### config.mk
export PLATFORM = sky130hd
export DESIGN_NAME = trace_buf
export DESIGN_NICKNAME = d
export VERILOG_FILES = /design/src/rtl/trace_pkg.sv /design/src/rtl/trace_ram.sv /design/src/rtl/trace_buf.sv
export SDC_FILE = /design/constraint.sdc
export NUM_CORES = 2
export LEC_CHECK = 0
export CORE_MARGIN = 8
export CORE_UTILIZATION = 55
export CTS_CLUSTER_DIAMETER = 200
export DETAILED_ROUTE_END_ITERATION = 16
export PLACE_DENSITY_LB_ADDON = 0.25
export REMOVE_ABC_BUFFERS = 1
export SETUP_SLACK_MARGIN = 0.2
export SYNTH_ARGS = -nofsm -noshare
export SYNTH_HDL_FRONTEND = slang
export SYNTH_SLANG_ARGS = --single-unit
### constraint.sdc
create_clock -name clock -period 15.3 [get_ports clock]
set_input_delay 1.53 -clock clock [delete_from_list [all_inputs] [get_ports clock]]
set_output_delay 1.53 -clock clock [all_outputs]
set_load 0.05 [all_outputs]
### src/rtl/trace_pkg.sv
// Shared definitions for the retire-stage trace buffer: FSM encoding, default depth, entry record.
package trace_pkg;

  localparam int DEFAULT_DEPTH = 16;

  localparam logic [1:0] ST_IDLE    = 2'd0;
  localparam logic [1:0] ST_ARMED   = 2'd1;
  localparam logic [1:0] ST_CAPTURE = 2'd2;
  localparam logic [1:0] ST_DONE    = 2'd3;

  typedef struct packed {
    logic [31:0] pc;
    logic [31:0] inst;
    logic [31:0] alu;
    logic [31:0] mem;
  } trace_entry_t;

endpackage

### src/rtl/trace_ram.sv
// DEPTH x 128-bit trace storage: one sync write port, one sync read port with registered output.
// Read of an address written in the same cycle returns the old contents; the output holds when re=0.
module trace_ram
  import trace_pkg::*;
#(
  parameter int DEPTH = DEFAULT_DEPTH,
  parameter int AW    = $clog2(DEPTH)
) (
  input  logic         clock,
  input  logic         reset,
  input  logic         we,
  input  logic [AW-1:0] waddr,
  input  trace_entry_t wdat,
  input  logic         re,
  input  logic [AW-1:0] raddr,
  output trace_entry_t rdat
);

  trace_entry_t mem [DEPTH];

  // Storage itself is never reset; only the output register is.
  always_ff @(posedge clock) begin
    if (we) mem[waddr] <= wdat;
  end

  always_ff @(posedge clock) begin
    if (!reset) rdat <= '0;
    else if (re) rdat <= mem[raddr];
  end

endmodule

### src/rtl/trace_buf.sv
// Triggered retire-stage trace capture with host pop port; FSM, pointers, count and flags.
// Pop data appears one clock after an accepted rd_req; capture never stalls the core (drop or overwrite when full).
module trace_buf
  import trace_pkg::*;
#(
  parameter int DEPTH = DEFAULT_DEPTH,
  parameter bit WRAP  = 1'b0
) (
  input  logic                     clock,
  input  logic                     reset,
  input  logic                     arm,
  input  logic [31:0]              trig_pc,
  input  logic                     trig_any,
  input  logic [31:0]              pc,
  input  logic [31:0]              inst,
  input  logic [31:0]              aluout,
  input  logic [31:0]              memout,
  input  logic                     rd_req,
  output logic                     rd_valid,
  output logic [31:0]              rd_pc,
  output logic [31:0]              rd_inst,
  output logic [31:0]              rd_alu,
  output logic [31:0]              rd_mem,
  output logic [$clog2(DEPTH):0]   count,
  output logic                     full,
  output logic                     empty,
  output logic                     overflow,
  output logic [1:0]               state
);

  localparam int AW = $clog2(DEPTH);
  localparam int CW = AW + 1;
  localparam logic [CW-1:0] FULL_CNT = CW'(DEPTH);

  logic [1:0]    state_q, state_d;
  logic [AW-1:0] wr_ptr, rd_ptr;
  logic [CW-1:0] cnt_q, cnt_d;
  logic          full_q, empty_q, ovf_q, rv_q;
  logic          trig_hit, pop, wr_req, drop, overwrite, wr_en;
  trace_entry_t  wdat, rdat;

  assign wdat = '{pc: pc, inst: inst, alu: aluout, mem: memout};

  always_comb begin
    trig_hit  = trig_any || (pc == trig_pc);
    pop       = rd_req && !empty_q;
    wr_req    = !arm && (((state_q == ST_ARMED) && trig_hit) || (state_q == ST_CAPTURE));
    // A pop in the same cycle frees a slot, so a full buffer only loses data without one.
    drop      = wr_req && full_q && !pop && !WRAP;
    overwrite = wr_req && full_q && !pop && WRAP;
    wr_en     = wr_req && !drop;

    cnt_d = cnt_q;
    unique case ({wr_en && !overwrite, pop})
      2'b10:   cnt_d = cnt_q + CW'(1);
      2'b01:   cnt_d = cnt_q - CW'(1);
      default: cnt_d = cnt_q;
    endcase

    state_d = state_q;
    if (arm)                                       state_d = ST_ARMED;
    else if (drop)                                 state_d = ST_DONE;
    else if ((state_q == ST_ARMED) && trig_hit)    state_d = ST_CAPTURE;
  end

  always_ff @(posedge clock) begin
    if (!reset) begin
      state_q <= ST_IDLE;
      wr_ptr  <= '0;
      rd_ptr  <= '0;
      cnt_q   <= '0;
      full_q  <= 1'b0;
      empty_q <= 1'b1;
      ovf_q   <= 1'b0;
      rv_q    <= 1'b0;
    end else begin
      state_q <= state_d;
      cnt_q   <= cnt_d;
      full_q  <= (cnt_d == FULL_CNT);
      empty_q <= (cnt_d == '0);
      rv_q    <= pop;
      if (wr_en)             wr_ptr <= wr_ptr + AW'(1);
      if (pop || overwrite)  rd_ptr <= rd_ptr + AW'(1);
      if (arm)                    ovf_q <= 1'b0;
      else if (drop || overwrite) ovf_q <= 1'b1;
    end
  end

  trace_ram #(.DEPTH(DEPTH)) u_ram (
    .clock (clock),
    .reset (reset),
    .we    (wr_en && reset),
    .waddr (wr_ptr),
    .wdat  (wdat),
    .re    (pop && reset),
    .raddr (rd_ptr),
    .rdat  (rdat)
  );

  assign rd_valid = rv_q;
  assign rd_pc    = rdat.pc;
  assign rd_inst  = rdat.inst;
  assign rd_alu   = rdat.alu;
  assign rd_mem   = rdat.mem;
  assign count    = cnt_q;
  assign full     = full_q;
  assign empty    = empty_q;
  assign overflow = ovf_q;
  assign state    = state_q;

endmodule

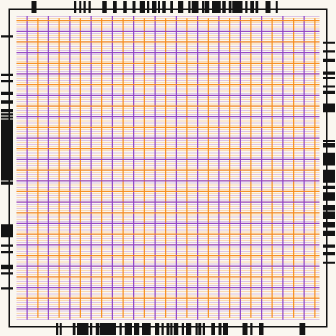
power_grid.png
Pins as bars on the die edge.
net	color
VDD	orange
VSS	purple
met5 straps	28
rows	142
met1 rails	143
signal pins	304

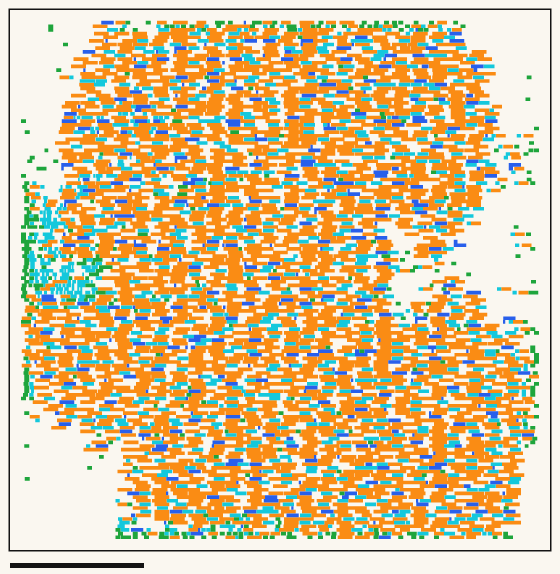
placement_by_type.png
Bar = 100 um.
class	color	cells	share of their area
sequential cells	orange	2195	70%
remaining buffers and delay cells	green	370	4.0%
combinational and other logic	cyan	979	18%
clock drivers and dummy loads	blue	405	7.7%
standard cell core area: 0.149 mm^2
share of the core filled with cells: 63.5%

## final timing paths
check / end / cells past startpoint
worst max-delay path: u_ram.mem[3][40] / 10
worst min-delay path: u_ram.rdat[37] / 1
worst min register to register: u_ram.rdat[37] / 1
worst max register to register: u_ram.mem[3][40] / 8
## power breakdown
group | internal [mW] | leakage [nW] | switching, mW
clock network | 3.03 | 3.45 | 2.18
logic | 0.657 | 5.61 | 0.750
registers | 6.63 | 19.6 | 0.0663
total | 10.3 | 28.7 | 3.00
## sequential cells by signal, indices dropped and copies added, names as in the netlist
register and cells:
u_ram.mem 2048, u_ram.rdat 128, count 5, rd_ptr 4, wr_ptr 4, state 2, empty 1, full 1
overflow 1, rd_valid 1
==> out/summary.json <==
{
  "place": {
    "port_buffers": 303,
    "dpl_cell_area_mm2": 0.0875,
    "placedCellCount": 5488
  },
  "worst_setup_path": {
    "crit_required_ps": 15740,
    "setup.reg_to_reg.worst_slack_ps": 9970,
    "cpMostUsedCell": "sky130_fd_sc_hd__buf_4",
    "critical-path-top-delay-family": "buffers and inverters",
    "worstReg2RegStart": "empty"
  },
  "grt": {
    "grt_start_max_net_pins": 137,
    "first_global_vias": 39000,
    "met3_usage_pct": 4.86,
    "global_route.peak_usage_layer": "met2"
  },
  "floorplanning": {
    "ios": 304,
    "chipHeight_um": 402,
    "die_w_um": 402
  },
  "finish": {
    "layout.nonclk_buf_share_pct": 3.89,
    "final_cells": 5903,
    "area_delta_synth_final_pct": 15.2,
    "final-clk-cell-share_pct": 7.47,
    "nFillCells": 9578,
    "sequential_cell_total": 2195,
    "sequential_cell_area_share_pct": 68.1,
    "layout.cells.largest_class": "flip-flops and latches",
    "comb_share_pct": 17.9
  },
  "synth": {
    "yosys_most_used_dff": "sky130_fd_sc_hd__edfxtp_1",
    "synth_top_area_share_pct": 74.9,
    "synth_dominant_cell_count": "sky130_fd_sc_hd__edfxtp_1",
    "netlist.top_cell.by_area": "sky130_fd_sc_hd__edfxtp_1",
    "postSynth.asyncResetShare_pct": 0,
    "synth_xor_xnor_area_share_pct": 0.405
  },
  "flow_run": {
    "drv_cap": 0
  },
  "clocking": {
    "cts_setup_buffers": 0,
    "worst_skew_pair.late_latency_ps": 850,
    "cts_max_level": 4,
    "path_clk_slew_ps": 60,
    "cts_root_buf": "sky130_fd_sc_hd__clkbuf_16"
  },
  "sta": {
    "fin_tns_setup_ps": 0,
    "tightest_slew_ps": 1150,
    "setup_violations": 0,
    "finalHoldWorstSlack_ps": 475
  },
  "drt": {
    "met3WireLength_um": 14700,
    "wl_per_cell_um": 31.2
  },
  "run_status": {
    "run_status": "finished, final reports clean"
  }
}
Power is estimated from default activity; no workload was simulated.
